File: config.mk
export PLATFORM = sky130hd
export DESIGN_NAME = fetch_unit
export DESIGN_NICKNAME = d
export VERILOG_FILES = /design/src/rtl/fetch_unit.sv
export SDC_FILE = /design/constraint.sdc
export NUM_CORES = 1
export LEC_CHECK = 0
export ABC_CLOCK_PERIOD_IN_PS = 6180
export CAP_MARGIN = 20
export CORE_MARGIN = 4
export CORE_UTILIZATION = 48
export DETAILED_ROUTE_END_ITERATION = 10
export PLACE_DENSITY = 0.88
export SETUP_SLACK_MARGIN = 0.02
export SYNTH_ARGS = -nofsm -noshare
export SYNTH_HDL_FRONTEND = slang
export SYNTH_SLANG_ARGS = --single-unit
File: constraint.sdc
create_clock -name clk -period 6.18 [get_ports clk]
set_input_delay 1.236 -clock clk [delete_from_list [all_inputs] [get_ports clk]]
set_output_delay 1.236 -clock clk [all_outputs]
set_load 0.05 [all_outputs]
File: src/rtl/fetch_unit.sv
// Instruction-fetch stage: owns the PC and instruction registers.
// Fetches from instruction memory over a req/ack handshake, holds the
// fetched word for decode until released, then advances the PC.
// The advance is sequential, a taken branch, or a J-type jump.
module fetch_unit #(
    parameter logic [31:0] RESET_PC = 32'h0000_0000
) (
    input  logic        clk,
    input  logic        rst_n,
    output logic [31:0] imem_addr,
    output logic        imem_req,
    input  logic        imem_ack,
    input  logic [31:0] imem_rdata,
    input  logic        stall,
    input  logic        branch_take,
    input  logic [31:0] simm,
    input  logic        jump,
    input  logic [25:0] jump_target,
    output logic [31:0] pc,
    output logic [31:0] pc_plus4,
    output logic [31:0] instr,
    output logic        instr_valid,
    output logic [15:0] imm,
    output logic [31:0] instr_count
);

    typedef enum logic [1:0] {
        IDLE  = 2'd0,
        FETCH = 2'd1,
        VALID = 2'd2
    } state_t;

    state_t      state;
    logic [31:0] simm_x4;
    logic [31:0] branch_target;
    logic [31:0] jump_addr;
    logic [31:0] next_pc;

    // Simple views of the held state; valid in every state, including reset.
    assign imem_addr = pc;
    assign pc_plus4  = pc + 32'd4;
    assign imm       = instr[15:0];

    // The shift drops simm[31:30]; the branch add wraps modulo 2^32.
    assign simm_x4       = simm << 2;
    assign branch_target = pc_plus4 + simm_x4;
    assign jump_addr     = {pc_plus4[31:28], jump_target, 2'b00};

    // Select the address of the next instruction: jump beats branch beats sequential.
    always_comb begin
        // NOTE: a default assignment first means every path drives next_pc, so no latch is inferred.
        next_pc = pc_plus4;
        if (jump) begin
            next_pc = jump_addr;
        end else if (branch_take) begin
            next_pc = branch_target;
        end
    end

    // Fetch FSM with registered outputs: request, capture, hold, and advance.
    always_ff @(posedge clk or negedge rst_n) begin
        if (!rst_n) begin
            state       <= IDLE;
            pc          <= RESET_PC;
            instr       <= 32'd0;
            instr_valid <= 1'b0;
            instr_count <= 32'd0;
            imem_req    <= 1'b0;
        end else begin
            // NOTE: non-blocking assignments let every register update from the same pre-edge values.
            case (state)
                IDLE: begin
                    state    <= FETCH;
                    imem_req <= 1'b1;
                end
                FETCH: begin
                    // rdata is only meaningful on the ack edge; otherwise keep waiting.
                    if (imem_ack) begin
                        instr       <= imem_rdata;
                        instr_valid <= 1'b1;
                        imem_req    <= 1'b0;
                        state       <= VALID;
                    end
                end
                VALID: begin
                    // While decode stalls, branch/jump/ack are all ignored.
                    if (!stall) begin
                        pc          <= next_pc;
                        instr_valid <= 1'b0;
                        instr_count <= instr_count + 32'd1;
                        imem_req    <= 1'b1;
                        state       <= FETCH;
                    end
                end
                default: begin
                    state    <= IDLE;
                    imem_req <= 1'b0;
                end
            endcase
        end
    end

endmodule

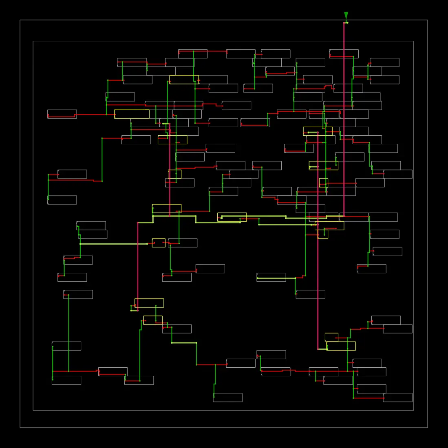
(images/final_clocks.png)
insertion delay at the late pin of the worst-skew pair: 360 ps
CLK BUF: 9
total CTS buffers: 9

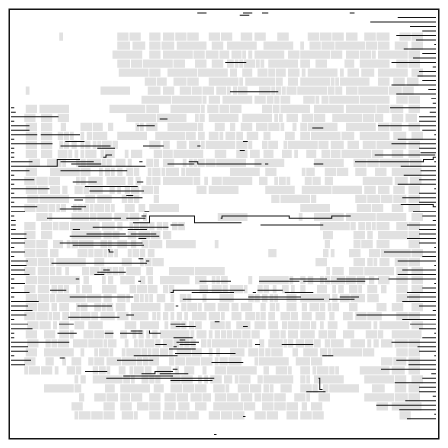
(images/met3.png)
Cells faint in the background.
nets with wire on the layer	220
share of all routed wire	8.7%
main direction	horizontal
longest straight run	42.3 um
wire length on this layer	1,940 um
Routed WL: 22.3 mm
GRT met3 Usage: 4.70%
total via count in the routed design: 6,738

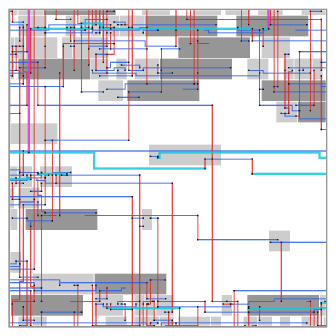
(images/zoom.png)
Window x 45 to 85, y 45 to 85 um. Cells in gray, sequential cells in the stronger gray; small squares are vias.
layer	color
met1	blue
met4	magenta
met2	red
met3	cyan
sequential cells in the window	11
netlist names of flops here include	`instr_count` (7), `imem_addr` (4)
most frequent	dfrtp_1 (11), nand2_1 (7), nor2_1 (5)
cells with their middle in the window	47

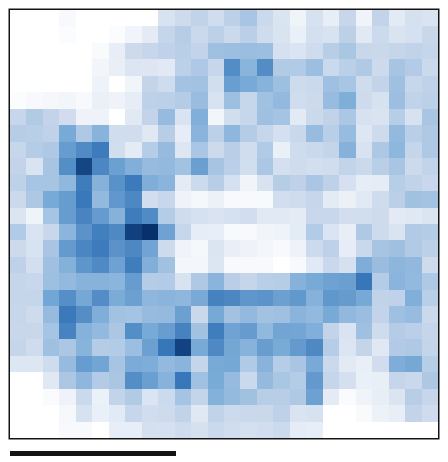
(images/wire_density.png)
Bar = 50 um. The die is cut into 26 by 26 equal tiles; white is low, dark blue is high, scaled to the fullest tile. Values are wire area over tile area, all layers added.
densest ninth of the die	west
fullest tile	0.77
emptiest ninth of the die	north-west
tiles over half the peak	14%
Routed wire per std cell: 19.0 um
GRT Util Overall: 26.1%

==> impl_metrics.json <==
{
  "cp_top_family": "simple AND/OR/NAND/NOR gates",
  "cts-root-buf": "clkbuf_16",
  "vias_per_cell": 5.75,
  "tightest_slew_ps": 1030,
  "cp_slowest_stage_delay_ps": 860,
  "syn_inst": 782,
  "final-comb-area_um2": 4000,
  "xor_area_share_pct": 10.1,
  "layout.nets": 1121,
  "yosysUniqueCellTypes": 74,
  "top_cell_area_share_pct": 34.5,
  "required_ps": 4940,
  "warnings": 34,
  "worstPathArrival_ps": 3700,
  "final.fill_count": 1099,
  "ant_nets": 0,
  "grt_first_pass_wirelength_mm": 34.5,
  "ioPinCount": 274,
  "chipHeight_um": 129,
  "clock-sinks": 97,
  "htreeDepth": 3,
  "powerDensity_nw_per_um2": 613,
  "post-route-min-period_ps": 4930,
  "dp_hpwl_mm": 16.8,
  "fin_ws_ps": 1250,
  "place_ws_ps": 1710,
  "ys_chip_area_um2": 7040,
  "clkPwrFrac_pct": 10.3,
  "hold_viol": 0,
  "yosys.area_share.adder_pct": 6.86,
  "synthFlopType": "dfrtp_1",
  "ys_sh_simple_pct": 17.8,
  "p_int_mw": 2.64,
  "grt_overflow": 0,
  "drcViolationCount": 0,
  "synth.top_cells.by_area": "dfrtp_1 35%, xnor2_1 7.1%, ha_1 6.6%",
  "grt_util_met2_pct": 44.1,
  "fp-utilization_pct": 49.9,
  "layout.area.seq_um2": 2430,
  "die_w_um": 129,
  "vdd_ir_drop_max_mv": 0.372,
  "start_kind": "register",
  "drt_iter0_drc": 471,
  "comb_area_share_pct": 41.0,
  "p_sw_mw": 3.33,
  "grt_use_met1_pct": 32.9,
  "dp_cells": 1155,
  "clock_cell_area_share_pct": 3.30,
  "first_global_vias": 6593,
  "n_all_inverters": 17,
  "asyncSetResetFlopFracSynth_pct": 100,
  "num_rows": 43,
  "cts_buffer_depth": 2,
  "seqAreaFraction_pct": 24.9,
  "status": "finished clean",
  "cap_violations": 0,
  "edf_count": 0,
  "syn_avg_cell_area_um2": 9.00,
  "flops": 97,
  "yosysWarnings": 0,
  "top_logic_kind": "simple AND/OR/NAND/NOR gates",
  "setup-violations-final": 0,
  "drive_gt1_share_pct": 8.57,
  "clock-skew-final_ps": 9.38,
  "rsz0062_at_grt": "no",
  "final_cell_area_um2": 9740,
  "num-nonclk-buffers": 272,
  "top_cell": "dfrtp_1",
  "instances_no_fill": 1172,
  "num_tap_cells": 180,
  "worstSetupPathType": "reg2out",
  "dr.pass1.iters": 5,
  "hold_ws_ps": 479,
  "post_cts_buffers": 0,
  "critPathCaptureType": "output pin",
  "slew_viol_final": 0,
  "yosys.area_share.aoi_pct": 15.2,
  "ys_cells": 782,
  "grt_antenna_before_repair": 0,
  "p_seq_share_pct": 19.2,
  "ys_ff": 97,
  "synthMuxAreaShare_pct": 6.56,
  "gp_congestion": 0.947,
  "cts_hold_buf": 0,
  "bufAreaShareNonClock_pct": 27.8
}
power by group through the flow:
stage,sequential (mW),clock [mW],combinational (mW)
floorplan,1.82,0,2.40
global placement,1.14,0,4.13
detailed placement,1.15,0,4.18
CTS,1.14,0.624,4.20
global route,1.18,0.655,4.43
finish,1.15,0.614,4.21
sequential cells by signal (all words and copies together) (netlist names):
| name | flops |
|---|---|
| instr | 32 |
| instr_count | 32 |
| imem_addr | 30 |
| state | 2 |
| instr_valid | 1 |
path summary, 6_finish.rpt:
kind | endpoint | slack (ps) | cells after the start | from
worst max-delay path | pc_plus4[30] | 1250 | 7 | imem_addr[7]$_DFFE_PN0P_
worst min-delay path | instr_count[31]$_DFFE_PN0P_ | 480 | 1 | instr_count[31]$_DFFE_PN0P_
worst max register to register | imem_addr[31]$_DFFE_PN0P_ | 1880 | 15 | imem_addr[7]$_DFFE_PN0P_
worst min register to register | instr_count[31]$_DFFE_PN0P_ | 480 | 1 | instr_count[31]$_DFFE_PN0P_
max in group asynchronous | instr_count[6]$_DFFE_PN0P_ | 4120 | 2 | rst_n
min in group asynchronous | instr[9]$_DFFE_PN0P_ | 820 | 1 | rst_n
placed cells by master (no fill, tap or decap), types with 18 or more instances in the layout:
cell	n
clkdlybuf4s50_1	264
nand3_1	31
dfrtp_1	97
a21oi_1	57
ha_1	37
nand4_1	18
mux2_2	33
xor2_1	24
nand2_1	87
xnor2_1	57
nor2_1	56
o21ai_0	39
stage by stage:
stage	power, mW	utilization [%]
finish	5.97	69.1
global route	6.27	69.1
CTS	5.97	69.0
detailed placement	5.33	66.8
global placement	5.27	66.8
floorplan	4.22	-
per-layer routing:
layer  vias up  wire length [um]
met1      3210              8780
met3        44              1940
li1       3120                 -
met2       364             10900
met5         -                 0
met4         0               644
Power is estimated from default activity; no workload was simulated.
